--- src/rtl/reorder_buffer.sv ---
// reorder_buffer: circular reorder buffer sitting between dispatch and the in-order
// commit stage. Entries are allocated at the tail on dispatch and filled in from CDB
// broadcasts. The oldest entry is presented at the head and retired when ready.
// A squash empties the buffer in one cycle.
//
// Entry vector layout (dispatch_entry / head_entry), MSB first:
//   [72]    valid
//   [71:67] dest_reg
//   [66]    wr_mem     (entry is a store; CDB also supplies dest_addr)
//   [65:64] mem_size
//   [63:32] value      (result or store data)
//   [31:0]  dest_addr  (store address)
module reorder_buffer #(
  parameter int ROB_SIZE = 8,
  parameter int TAG_W    = $clog2(ROB_SIZE),
  localparam int ENTRY_W = 73
) (
  input  logic               clock,
  input  logic               reset,
  input  logic               dispatch_valid,
  input  logic [ENTRY_W-1:0] dispatch_entry,
  output logic [TAG_W-1:0]   dispatch_tag,
  output logic               rob_full,
  output logic               rob_empty,
  output logic [TAG_W:0]     rob_count,
  input  logic               cdb_valid,
  input  logic [TAG_W-1:0]   cdb_tag,
  input  logic [31:0]        cdb_value,
  input  logic [31:0]        cdb_addr,
  input  logic               commit_stall,
  input  logic               squash,
  output logic [ENTRY_W-1:0] head_entry,
  output logic               head_ready,
  output logic [TAG_W-1:0]   commit_rob_tag
);

  typedef struct packed {
    logic        valid;
    logic [4:0]  dest_reg;
    logic        wr_mem;
    logic [1:0]  mem_size;
    logic [31:0] value;
    logic [31:0] dest_addr;
  } rob_entry_t;

  localparam logic [TAG_W:0] FULL_COUNT = (TAG_W+1)'(ROB_SIZE);

  rob_entry_t            entries_q [ROB_SIZE];
  rob_entry_t            entries_d [ROB_SIZE];
  logic [ROB_SIZE-1:0]   ready_q, ready_d;
  logic [TAG_W-1:0]      head_q, head_d;
  logic [TAG_W-1:0]      tail_q, tail_d;
  logic [TAG_W:0]        count_q, count_d;

  rob_entry_t            disp_in;
  rob_entry_t            head_q_entry;
  logic                  dispatch_fire;
  logic                  commit_fire;

  // Only dest_reg / wr_mem / mem_size are taken from the dispatch vector.
  logic                  unused_dispatch_bits;
  assign unused_dispatch_bits = ^{disp_in.valid, disp_in.value, disp_in.dest_addr};

  assign disp_in      = rob_entry_t'(dispatch_entry);
  assign head_q_entry = entries_q[head_q];

  // Status outputs come straight from registered state (no same-cycle bypass).
  assign rob_full       = (count_q == FULL_COUNT);
  assign rob_empty      = (count_q == '0);
  assign rob_count      = count_q;
  assign dispatch_tag   = tail_q;
  assign commit_rob_tag = head_q;
  assign head_entry     = head_q_entry;
  assign head_ready     = head_q_entry.valid && ready_q[head_q] && !commit_stall;

  // A commit happens exactly when the commit stage sees head_ready.
  assign dispatch_fire = dispatch_valid && !rob_full;
  assign commit_fire   = head_ready;

  // Next-state: squash wins outright; otherwise CDB, commit and dispatch each act
  // on their own entry. CDB cannot hit the dispatch slot since that slot is invalid.
  always_comb begin
    for (int i = 0; i < ROB_SIZE; i++) begin
      entries_d[i] = entries_q[i];
    end
    ready_d = ready_q;
    head_d  = head_q;
    tail_d  = tail_q;
    count_d = count_q;

    if (squash) begin
      for (int i = 0; i < ROB_SIZE; i++) begin
        entries_d[i].valid = 1'b0;
      end
      ready_d = '0;
      head_d  = '0;
      tail_d  = '0;
      count_d = '0;
    end else begin
      if (cdb_valid && entries_q[cdb_tag].valid) begin
        entries_d[cdb_tag].value = cdb_value;
        if (entries_q[cdb_tag].wr_mem) begin
          entries_d[cdb_tag].dest_addr = cdb_addr;
        end
        ready_d[cdb_tag] = 1'b1;
      end

      if (commit_fire) begin
        entries_d[head_q].valid = 1'b0;
        ready_d[head_q]         = 1'b0;
        head_d                  = head_q + 1'b1;
      end

      if (dispatch_fire) begin
        entries_d[tail_q].valid     = 1'b1;
        entries_d[tail_q].dest_reg  = disp_in.dest_reg;
        entries_d[tail_q].wr_mem    = disp_in.wr_mem;
        entries_d[tail_q].mem_size  = disp_in.mem_size;
        entries_d[tail_q].value     = '0;
        entries_d[tail_q].dest_addr = '0;
        ready_d[tail_q]             = 1'b0;
        tail_d                      = tail_q + 1'b1;
      end

      case ({dispatch_fire, commit_fire})
        2'b10:   count_d = count_q + 1'b1;
        2'b01:   count_d = count_q - 1'b1;
        default: count_d = count_q;
      endcase
    end
  end

  // State registers; reset clears every field, not just the valid bits.
  always_ff @(posedge clock or negedge reset) begin
    if (!reset) begin
      for (int i = 0; i < ROB_SIZE; i++) begin
        entries_q[i] <= '0;
      end
      ready_q <= '0;
      head_q  <= '0;
      tail_q  <= '0;
      count_q <= '0;
    end else begin
      for (int i = 0; i < ROB_SIZE; i++) begin
        entries_q[i] <= entries_d[i];
      end
      ready_q <= ready_d;
      head_q  <= head_d;
      tail_q  <= tail_d;
      count_q <= count_d;
    end
  end

endmodule

--- config.mk ---
export PLATFORM = sky130hd
export DESIGN_NAME = reorder_buffer
export DESIGN_NICKNAME = d
export VERILOG_FILES = /design/src/rtl/reorder_buffer.sv
export SDC_FILE = /design/constraint.sdc
export NUM_CORES = 2
export LEC_CHECK = 0
export ABC_CLOCK_PERIOD_IN_PS = 5400
export CORE_MARGIN = 2
export CORE_UTILIZATION = 35
export CTS_CLUSTER_DIAMETER = 40
export DETAILED_ROUTE_END_ITERATION = 16
export SYNTH_ARGS = -nofsm -noshare
export SYNTH_HDL_FRONTEND = slang
export SYNTH_SLANG_ARGS = --single-unit
--- constraint.sdc ---
create_clock -name clock -period 5.4 [get_ports clock]
set_clock_uncertainty 0.15 [all_clocks]
set_input_delay 1.08 -clock clock [delete_from_list [all_inputs] [get_ports clock]]
set_output_delay 1.08 -clock clock [all_outputs]
set_load 0.01 [all_outputs]
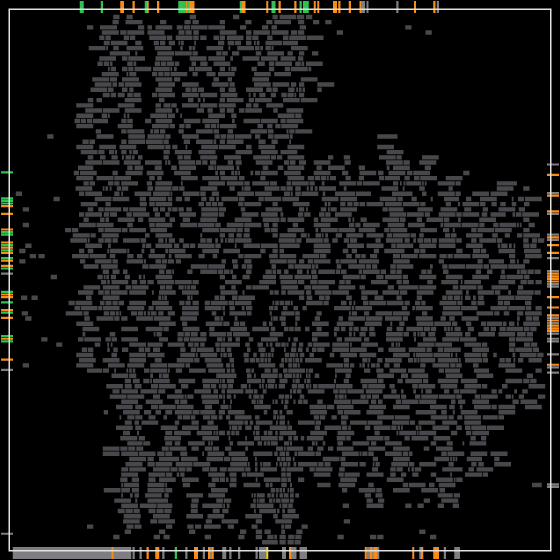
Figure 1: pin map.
Pins as bars across the die edge, other pins in grey.
`dispatch_valid` -> yellow  # pins 1, direction input, edge south
`cdb_addr` -> green  # pins 32, direction input, edge 16 north, 15 west, 1 south
`head_entry` -> orange  # pins 73, direction output, edge 23 north, 18 south, 18 east, 14 west

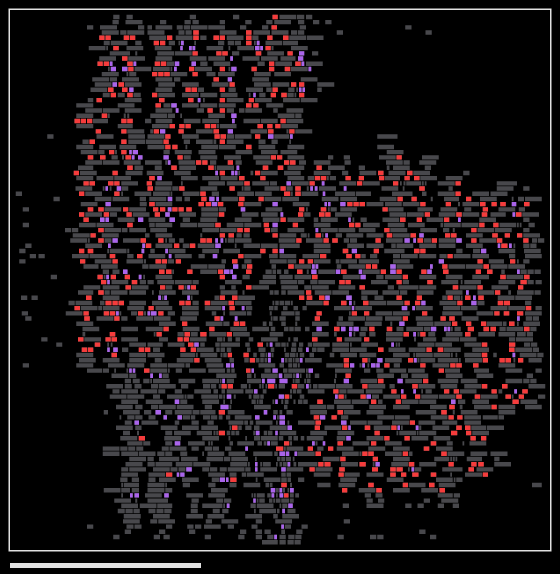
Figure 2: logic cells by family.
Scale bar: 100 um.
aoi and oai cells -> purple  # cells 247, most used a21oi_1
non-inverting ao/oa cells -> red  # cells 544, most used a22o_1, where widely spread

## sequential cells by signal, indices dropped and copies added (netlist names)
register and cells:
entries_q 584, ready_q 8, rob_count 4, dispatch_tag 3, commit_rob_tag 3
## routing by layer
layer  wire (um)  track usage (%)
met5         109                0
met4        3040             9.44
met3        7340             5.46
met2       44100             37.3
met1       37500             29.8
## stage by stage
stage | setup WS [ns] | std cells | power (mW)
floorplan | 2.09 | 2176 | 5.06
global placement | 1.05 | 3199 | 5.36
detailed placement | 1.01 | 3199 | 5.39
CTS | 0.278 | 3385 | 12.1
global route | 0.200 | 3387 | 12.4
finish | 0.276 | 3387 | 12.0
## power breakdown
part / switching, mW / leakage [nW] / internal [mW]
sequential: 0.0641 / 8.33 / 4.62
clock: 2.49 / 1.71 / 4.23
combinational: 0.391 / 4.65 / 0.243
## worst max-delay path, cell delays in order, from the launching register on
cell and delay (ns):
sky130_fd_sc_hd__dfrtp_4 0.62, sky130_fd_sc_hd__inv_2 0.57, sky130_fd_sc_hd__buf_4 0.73, sky130_fd_sc_hd__o2111ai_1 0.29
sky130_fd_sc_hd__o221a_2 0.26, sky130_fd_sc_hd__nand2_1 0.14, sky130_fd_sc_hd__inv_1 0.09, sky130_fd_sc_hd__clkdlybuf4s50_1 0.49
## final cells by class
class	count	area [um^2]	share of cell area [%]
Sequential cell	602	15100	45.6
Inverter	9	33.8	0.102
Multi-Input combinational cell	1308	10800	32.6
Clock inverter	69	966	2.92
Tap cell	1040	1300	3.93
Clock buffer	117	2630	7.93
Timing Repair Buffer	240	2300	6.94
Antenna cell	2	5.00	0.0151
==> flow_summary.rst <==
Flow metrics
------------

.. list-table::
   :header-rows: 1

   * - Metric
     - Value
   * - Run status
     - finished clean
   * - Vias in the first global route
     - about 22000
   * - Post-synth net total
     - 2326
   * - NumNets Final
     - 2409
   * - Slew at the pin with the worst max-slew slack
     - 1.11 ns
   * - Yosys top cell area share
     - 55.5%
   * - Number of distinct library cell variants in the gate-level netlist after synthesis
     - 64
   * - Post-Synth XOR/XNOR Area
     - less than 1%
   * - Synth mux share
     - 10.9%
   * - Number of gates resized after CTS
     - 0
   * - Setup repair after global routing missed its margin
     - false
   * - Highest achievable clock rate
     - 0.195 GHz
   * - YS chip area
     - ~0.027 mm^2
   * - Die Height
     - 282 um
   * - Floorplan core density
     - between 30% and 40%
   * - Arrival time of data at the critical path endpoint
     - approximately 3.9 ns
   * - Worst reg2reg setup slack
     - 1.28 ns
   * - Crit path capture type
     - output pin
   * - Number of OpenROAD warnings
     - 99
   * - Number of synthesized flops with an enable pin
     - 0
   * - Max Fanout on Critical Path
     - 41
   * - Antenna-violating nets left
     - 0
   * - Clock transition time at the flip-flop clock pins of the worst setup and hold paths
     - ~0.050 ns
   * - Number of max-cap violations
     - 0
   * - H-tree lvl count
     - 3
   * - Synthesis-stage register bit count
     - about 600
   * - Final hold violation count
     - 0
   * - Area growth from synthesis to layout
     - 22.0%
   * - Dominant kind of combinational cell
     - AND-OR/OR-AND gates
   * - Main synth FF type
     - sky130_fd_sc_hd__dfrtp_1
   * - Relative slew slack
     - between 20% and 30%
   * - Horizontal extent of the die
     - 282 um
   * - Iteration-0 DRC count of the detailed router
     - 2035
   * - Time the worst path needs with I/O delays and setup
     - roughly 5 ns
   * - TritonCTS clock tree
     - done
   * - Largest net degree at the start of global routing
     - 110
   * - Yosys warns
     - 0
   * - Ranking of synthesized cells by instance count
     - 602 x sky130_fd_sc_hd__dfrtp_1, 507 x sky130_fd_sc_hd__a22o_1, 124 x sky130_fd_sc_hd__mux2_2
   * - DRC
     - 0
   * - Logic depth of the worst register-to-register path
     - 12
   * - Post-synthesis cell count
     - 2176
   * - R2R Path End
     - rob_count[2]
   * - Termination of the worst setup path
     - head_ready
   * - Core Footprint
     - 0.0771 mm^2
   * - Total leakage power
     - roughly 15 nW
   * - Placer congestion estimate
     - 0.842
   * - Yosys aoi share
     - 23.5%
   * - Most frequent cells in the layout
     - 599 x sky130_fd_sc_hd__dfrtp_1, 507 x sky130_fd_sc_hd__a22o_1, 165 x sky130_fd_sc_hd__clkdlybuf4s50_1
   * - Finished layout cell area
     - 0.0331 mm^2
   * - Start of the worst register-to-register path
     - commit_rob_tag[2]
   * - Post-CTS Hold Buffers
     - 0
   * - Final cycle utilization of the critical path
     - 94.9%
   * - Seq/Total Area, Yosys
     - 55.5%
   * - Library cell with the highest instance count after synthesis
     - sky130_fd_sc_hd__dfrtp_1
   * - Clock latency on the worst-skew pair
     - ~0.67 ns
   * - IR Drop Worst-Case VDD
     - 0.263 mV
   * - Fraction of layout instances using a drive strength above 1
     - 19.5%
   * - Overall die area
     - roughly 0.080 mm^2
   * - DRT Wirelength
     - 92100 um
   * - Buffer depth of the longest clock path
     - 3
   * - GRT Overall Usage
     - 23.1%
   * - Total I/O pin count
     - 232
   * - Filler Cell Count
     - roughly 7100
   * - Final hold slack
     - about 0.28 ns
Power and IR drop assume default switching activity.
